**Gate families picked out**

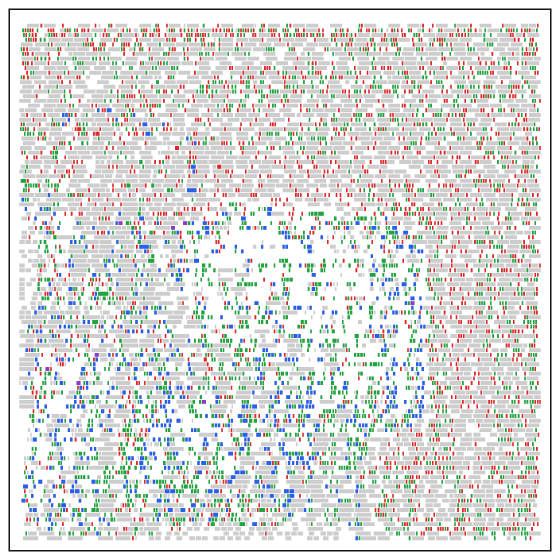
**Cell sizes after repair**

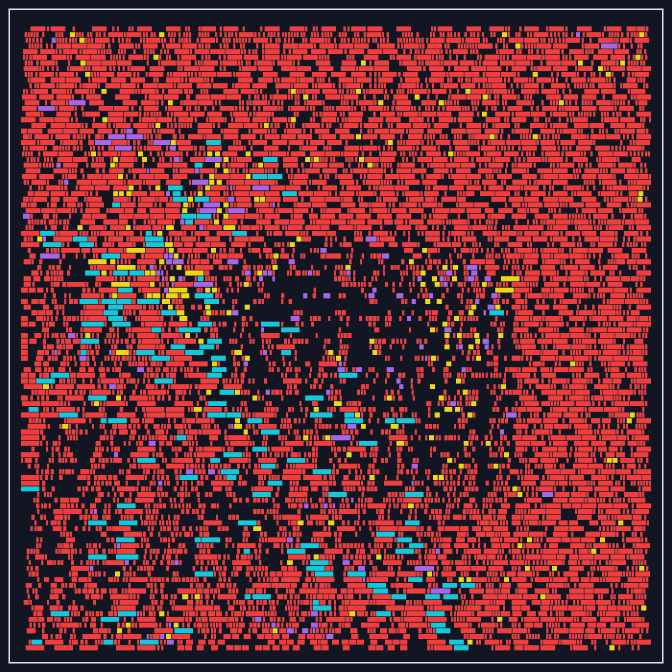
$ cat config.mk
export PLATFORM = sky130hd
export DESIGN_NAME = muldiv_unit
export DESIGN_NICKNAME = d
export VERILOG_FILES = /design/src/rtl/riscv_defines.sv /design/src/rtl/muldiv_div_core.sv /design/src/rtl/muldiv_unit.sv
export SDC_FILE = /design/constraint.sdc
export NUM_CORES = 2
export LEC_CHECK = 0
export ABC_AREA = 1
export CORE_MARGIN = 5
export CORE_UTILIZATION = 60
export CTS_CLUSTER_DIAMETER = 30
export DETAILED_ROUTE_END_ITERATION = 8
export GPL_TIMING_DRIVEN = 1
export HOLD_SLACK_MARGIN = 0.15
export PLACE_DENSITY_LB_ADDON = 0.08
export SLEW_MARGIN = 20
export SYNTH_ARGS = -nofsm -noshare
export SYNTH_HDL_FRONTEND = slang
export SYNTH_SLANG_ARGS = --single-unit
$ cat constraint.sdc
create_clock -name clk -period 7.96 [get_ports clk]
set_input_delay 1.592 -clock clk [delete_from_list [all_inputs] [get_ports clk]]
set_output_delay 1.592 -clock clk [all_outputs]
set_load 0.03 [all_outputs]
$ cat src/rtl/riscv_defines.sv
// Shared RISC-V core definitions: ALU operation encodings plus the
// multiply/divide unit state type and helpers.
package riscv_defines;

  typedef enum logic [4:0] {
    ALU_ADD    = 5'd0,
    ALU_SUB    = 5'd1,
    ALU_AND    = 5'd2,
    ALU_OR     = 5'd3,
    ALU_XOR    = 5'd4,
    ALU_SLT    = 5'd5,
    ALU_SLTU   = 5'd6,
    ALU_SLL    = 5'd7,
    ALU_SRL    = 5'd8,
    ALU_SRA    = 5'd9,
    ALU_LUI    = 5'd10,
    ALU_MUL    = 5'd11,
    ALU_MULH   = 5'd12,
    ALU_MULHSU = 5'd13,
    ALU_MULHU  = 5'd14,
    ALU_DIV    = 5'd15,
    ALU_DIVU   = 5'd16,
    ALU_REM    = 5'd17,
    ALU_REMU   = 5'd18
  } alucontrol_t;

  typedef enum logic [2:0] {
    IDLE = 3'd0,
    CALC = 3'd1,
    DIV  = 3'd2,
    FIX  = 3'd3,
    DONE = 3'd4
  } muldiv_state_t;

  localparam int MULDIV_DIV_CYCLES = 32;
  localparam int MULDIV_CNT_W      = $clog2(MULDIV_DIV_CYCLES);

  function automatic logic is_m_op(input alucontrol_t op);
    return (op >= ALU_MUL) && (op <= ALU_REMU);
  endfunction

  function automatic logic is_div_op(input alucontrol_t op);
    return (op >= ALU_DIV) && (op <= ALU_REMU);
  endfunction

  function automatic logic is_signed_div(input alucontrol_t op);
    return (op == ALU_DIV) || (op == ALU_REM);
  endfunction

  function automatic logic is_quotient_op(input alucontrol_t op);
    return (op == ALU_DIV) || (op == ALU_DIVU);
  endfunction

endpackage

$ cat src/rtl/muldiv_div_core.sv
// Radix-2 restoring divider on unsigned magnitudes: one quotient bit per
// step, counter runs from MULDIV_DIV_CYCLES-1 down to 0.
module muldiv_div_core
  import riscv_defines::*;
#(
  parameter int XLEN = 32
) (
  input  logic            clk,
  input  logic            rst_n,
  input  logic            load,
  input  logic            step,
  input  logic [XLEN-1:0] dividend,
  input  logic [XLEN-1:0] divisor,
  output logic [XLEN-1:0] quotient,
  output logic [XLEN-1:0] remainder,
  output logic            last
);

  logic [XLEN-1:0]         rem_q;
  logic [XLEN-1:0]         quo_q;
  logic [XLEN-1:0]         dsr_q;
  logic [MULDIV_CNT_W-1:0] cnt_q;
  logic [XLEN:0]           partial;
  logic [XLEN:0]           diff;

  // Shift the next dividend bit into the partial remainder and trial-subtract;
  // diff[XLEN] set means the divisor did not fit.
  assign partial = {rem_q, quo_q[XLEN-1]};
  assign diff    = partial - {1'b0, dsr_q};

  // NOTE: every sequential register uses non-blocking (<=) so all flops
  // update together at the edge, independent of statement order.
  always_ff @(posedge clk or negedge rst_n) begin
    if (!rst_n) begin
      rem_q <= '0;
      quo_q <= '0;
      dsr_q <= '0;
      cnt_q <= '0;
    end else if (load) begin
      rem_q <= '0;
      quo_q <= dividend;
      dsr_q <= divisor;
      cnt_q <= MULDIV_CNT_W'(MULDIV_DIV_CYCLES - 1);
    end else if (step) begin
      if (!diff[XLEN]) begin
        rem_q <= diff[XLEN-1:0];
        quo_q <= {quo_q[XLEN-2:0], 1'b1};
      end else begin
        rem_q <= partial[XLEN-1:0];
        quo_q <= {quo_q[XLEN-2:0], 1'b0};
      end
      cnt_q <= cnt_q - 1'b1;
    end
  end

  assign quotient  = quo_q;
  assign remainder = rem_q;
  assign last      = (cnt_q == '0);

endmodule

$ cat src/rtl/muldiv_unit.sv
// RV32M execute-stage unit: single-cycle multiply and divide special cases
// via CALC, iterative divide via DIV/FIX, registered result with done pulse.
module muldiv_unit
  import riscv_defines::*;
#(
  parameter int XLEN = 32
) (
  input  logic            clk,
  input  logic            rst_n,
  input  logic            start,
  input  alucontrol_t     alucontrol,
  input  logic [XLEN-1:0] operand_a,
  input  logic [XLEN-1:0] operand_b,
  input  logic            flush,
  output logic            busy,
  output logic            done,
  output logic [XLEN-1:0] result
);

  muldiv_state_t   state;
  alucontrol_t     op_q;
  logic [XLEN-1:0] a_q;
  logic [XLEN-1:0] b_q;

  logic            accept;
  logic            special_in;
  logic            sgn_in;
  logic [XLEN-1:0] mag_a;
  logic [XLEN-1:0] mag_b;
  logic            div_load;
  logic            div_step;
  logic [XLEN-1:0] div_quo;
  logic [XLEN-1:0] div_rem;
  logic            div_last;

  assign accept = start && !flush && ((state == IDLE) || (state == DONE))
                  && is_m_op(alucontrol);

  assign sgn_in     = is_signed_div(alucontrol);
  assign special_in = (operand_b == '0) ||
                      (sgn_in && (operand_a == {1'b1, {(XLEN-1){1'b0}}})
                              && (operand_b == '1));

  assign mag_a = (sgn_in && operand_a[XLEN-1]) ? -operand_a : operand_a;
  assign mag_b = (sgn_in && operand_b[XLEN-1]) ? -operand_b : operand_b;

  assign div_load = accept && is_div_op(alucontrol) && !special_in;
  assign div_step = (state == DIV) && !flush;

  muldiv_div_core #(.XLEN(XLEN)) u_div_core (
    .clk       (clk),
    .rst_n     (rst_n),
    .load      (div_load),
    .step      (div_step),
    .dividend  (mag_a),
    .divisor   (mag_b),
    .quotient  (div_quo),
    .remainder (div_rem),
    .last      (div_last)
  );

  logic signed [XLEN:0]     mul_a;
  logic signed [XLEN:0]     mul_b;
  logic signed [2*XLEN+1:0] product;
  logic [XLEN-1:0]          calc_result;
  logic [XLEN-1:0]          fix_result;
  logic                     sgn_q;

  assign sgn_q = is_signed_div(op_q);
  assign mul_a = {(op_q != ALU_MULHU) & a_q[XLEN-1], a_q};
  assign mul_b = {((op_q == ALU_MUL) || (op_q == ALU_MULH)) & b_q[XLEN-1], b_q};
  assign product = mul_a * mul_b;

  // NOTE: combinational outputs get a default before any branch so no path
  // leaves them unassigned and no latch is inferred.
  always_comb begin
    calc_result = product[2*XLEN-1:XLEN];
    if (op_q == ALU_MUL) begin
      calc_result = product[XLEN-1:0];
    end else if (is_div_op(op_q)) begin
      if (b_q == '0) calc_result = is_quotient_op(op_q) ? '1 : a_q;
      else           calc_result = is_quotient_op(op_q) ? a_q : '0;
    end
  end

  always_comb begin
    fix_result = div_rem;
    if (is_quotient_op(op_q)) begin
      fix_result = (sgn_q && (a_q[XLEN-1] ^ b_q[XLEN-1])) ? -div_quo : div_quo;
    end else if (sgn_q && a_q[XLEN-1]) begin
      fix_result = -div_rem;
    end
  end

  always_ff @(posedge clk or negedge rst_n) begin
    if (!rst_n) begin
      state  <= IDLE;
      op_q   <= ALU_ADD;
      a_q    <= '0;
      b_q    <= '0;
      busy   <= 1'b0;
      done   <= 1'b0;
      result <= '0;
    end else begin
      done <= 1'b0;
      unique case (state)
        IDLE, DONE: begin
          busy  <= 1'b0;
          state <= IDLE;
          if (accept) begin
            op_q  <= alucontrol;
            a_q   <= operand_a;
            b_q   <= operand_b;
            busy  <= 1'b1;
            state <= div_load ? DIV : CALC;
          end
        end
        CALC: begin
          busy  <= 1'b0;
          state <= IDLE;
          if (!flush) begin
            result <= calc_result;
            done   <= 1'b1;
            state  <= DONE;
          end
        end
        DIV: begin
          if (flush) begin
            busy  <= 1'b0;
            state <= IDLE;
          end else if (div_last) begin
            state <= FIX;
          end
        end
        FIX: begin
          busy  <= 1'b0;
          state <= IDLE;
          if (!flush) begin
            result <= fix_result;
            done   <= 1'b1;
            state  <= DONE;
          end
        end
        default: begin
          busy  <= 1'b0;
          state <= IDLE;
        end
      endcase
    end
  end

endmodule

==> results.sh <==
# source this file to load flow results
export IMPL_max_cap_violations=0
export IMPL_syn_num_nets=8732
export IMPL_ys_chip_area_mm2=0.0548
export IMPL_via_per_inst=5.58
export IMPL_track_usage=0.366
export IMPL_antenna_found_initial=1
export IMPL_r2r_end="result[23]$_DFFE_PN0P_"
export IMPL_use_met2=0.601
export IMPL_ys_cells=7281
export IMPL_tap_cell_count=1176
export IMPL_drt_total_wl_um=178000
export IMPL_area_leaders="fa_1 41%, nand2_1 14%, inv_1 12%"
export IMPL_ant_nets=0
export IMPL_simple_gate_share=0.203
export IMPL_synthAdderAreaFrac=0.468
export IMPL_synth_area_mm2=0.0548
export IMPL_syn_inst=7281
export IMPL_grt_start_max_net_pins=81
export IMPL_synth_cell_types=48
export IMPL_comb_area_mm2=0.0417
export IMPL_required_ps=8480
export IMPL_die_y_um=312
export IMPL_hold_path_end="busy$_DFFE_PN0N_"
export IMPL_fin_crit_sh=0.977
export IMPL_crit_path_start_kind="register"
export IMPL_worstRegToRegCells=28
export IMPL_path_buffers=4
export IMPL_edf_count=0
export IMPL_synth_xor_area_share=0.0163
export IMPL_worst_path_stages=28
export IMPL_routedWlPerCell_um=20.7
export IMPL_drt_first_pass_iters=6
export IMPL_yosys_area_top_type="fa_1"
export IMPL_first_global_vias=49900
export IMPL_nFlopsAndLatches=207
export IMPL_final_min_clock_period_ps=7780
export IMPL_clockBufferCount=78
export IMPL_io_pins=107
export IMPL_critical_path_class="register to register"
export IMPL_tightestPinTransition_ps=1070
export IMPL_seq_area_frac=0.0849
export IMPL_cts_htree_levels=2
export IMPL_grt_met3_usage=0.0561
export IMPL_drv_slew=0
export IMPL_nonClkBufAreaFrac=0.0605
export IMPL_tns_ps=0
export IMPL_warning_count=29
export IMPL_seq_area_frac_synth=0.0944
export IMPL_relSlewSlack=0.279
export IMPL_place_congestion=1.02
export IMPL_die_w_um=312
export IMPL_ys_sh_aoi=0.0650
export IMPL_n_all_inverters=1844
export IMPL_crit_family="adder cells"
export IMPL_route_met2_wl_um=83300
export IMPL_num_vias=48000
export IMPL_die_area_mm2=0.0976
export IMPL_top_area_frac=0.411
export IMPL_dp_cells=8458
export IMPL_fp_util=0.607
export IMPL_grt_pass1_wl_um=279000
export IMPL_arrival_ps=8300
export IMPL_core_area_mm2=0.0904
export IMPL_fillCellCount=7629
export IMPL_dpl_instance_area_mm2=0.0584
export IMPL_drive_gt1_frac=0.0722
export IMPL_finClkSkew_ps=48.7
export IMPL_logic_gates=4884
export IMPL_hold_path_depth=2
export IMPL_status="completed"
export IMPL_final_util=0.675
export IMPL_cp_slowest_cell="dfrtp_1"
export IMPL_highest_signal_layer="met5"
export IMPL_grt_overflow_total=0
export IMPL_end_kind="register"
export IMPL_min_path_type="register to register"
export IMPL_port_buffers=106
export IMPL_clkCellAreaFrac=0.0340
export IMPL_wl_met1_um=69800
export IMPL_rrSetupSlack_ps=180
export IMPL_synth_avg_cell_area_um2=7.53
export IMPL_pre_cts_ws_ps=-132
export IMPL_drt_iter0_drc=4108
export IMPL_netlist_logic_family_top="adder cells"
export IMPL_cts_buffers_inserted=61
export IMPL_r2r_start="b_q[6]$_DFFE_PN0P_"
export IMPL_yosys_warnings=0
export IMPL_ys_sh_mux=0
export IMPL_wl_met3_um=14700
export IMPL_largest_cell_class="combinational gates"
export IMPL_row_count=110
export IMPL_ys_async_sr_fraction=1.00
export IMPL_num_antenna_cells=0
export IMPL_ff_type="dfrtp_1"
export IMPL_grt_busiest_layer="met2"
export IMPL_regArea_mm2=0.00519
export IMPL_min_from="busy$_DFFE_PN0N_"
export IMPL_drc=0
export IMPL_fmax_ghz=0.129
export IMPL_fin_hold_ws_ps=473
export IMPL_synth_flops=207
export IMPL_clk_pin_slew_ps=50
export IMPL_cts_tree="built"
export IMPL_clock_path_buffers=3
export IMPL_rsz0062_at_grt="yes"
export IMPL_critPathMaxFanout=32
export IMPL_insertion_delay_ps=630
export IMPL_layout_top_cells="1975 x nand2_1, 1815 x inv_1, 1112 x fa_1"
export IMPL_slowest_delay_ps=580
export IMPL_cts_sinks=207
export IMPL_clockRootBuffer="clkbuf_16"
export IMPL_finalNetCount=8813
export IMPL_hold_viol=0
export IMPL_finalSetupViolCount=0
export IMPL_use_met1=0.487
export IMPL_dp_hpwl_um=149000
About 'gate families picked out':
red -> inverters  # cells 1844, most used inv_1, where all over the die
blue -> inverting AOI/OAI gates  # cells 645, most used o21ai_0
green -> NAND gates  # cells 2297, most used nand2_1, where all over the die
purple -> AND-OR and OR-AND gates  # cells 8, most used a21o_1
combinational share of cell area: 0.683
most used logic cell in the final layout: nand2_1
final cell count without fillers: 8587

About 'cell sizes after repair':
purple -> drive 2  # cells 146, share 2.0%, most used nor2_2
red -> drive 1 or less  # cells 6876, share 93%, most used nand2_1
cyan -> drive 6 and up  # cells 143, share 1.9%, most used clkbuf_16
yellow -> drive 3 to 4  # cells 246, share 3.3%, most used buf_4
area delta synth->final: 11.3%
post-route cell area: 0.0611 mm²
final worst setup slack: 180 ps
Buffers excl. clock: 364

==> cell usage after synthesis, drive strengths merged (12+ instances only) <==
cell type / instances
buf: 58
nand4: 48
nor3: 53
a31oi: 12
nor4: 29
xnor2: 27
clkbuf: 288
o221ai: 27
nand3: 248
ha: 252
inv: 1841
fa: 1126
nor2: 360
xor2: 75
dfrtp: 207
a21oi: 224
o22ai: 16
o21bai: 19
o21ai: 320
nand2: 1991
==> state kept, by name, indices dropped and copies added (netlist names) <==
register / cells
a_q: 32
b_q: 32
busy: 1
done: 1
op_q: 5
result: 32
state: 3
u_div_core.cnt_q: 5
u_div_core.dsr_q: 32
u_div_core.quotient: 32
u_div_core.remainder: 32
==> what timing repair did <==
| item | in CTS | in global routing |
|---|---|---|
| hold endpoints to repair | 0 | 0 |
| setup endpoints to repair | 7 | 27 |
| gates resized | 9 | 127 |
| hold buffers | 0 | 0 |
| setup buffers | 5 | 12 |
| pin swaps | 1 | 23 |
==> worst max-delay path by stage <==
stage / startpoint / to / slack, ps
6_report: b_q[6]$_DFFE_PN0P_ / result[23]$_DFFE_PN0P_ / 180
5_1_grt: op_q[3]$_DFFE_PN0P_ / result[25]$_DFFE_PN0P_ / -80
4_1_cts: op_q[3]$_DFFE_PN0P_ / result[14]$_DFFE_PN0P_ / 10
3_5_place_dp: op_q[1]$_DFFE_PN0P_ / result[23]$_DFFE_PN0P_ / -130
3_3_place_gp: a_q[9]$_DFFE_PN0P_ / result[8]$_DFFE_PN0P_ / -20
2_1_floorplan: op_q[0]$_DFFE_PN0P_ / result[27]$_DFFE_PN0P_ / 400
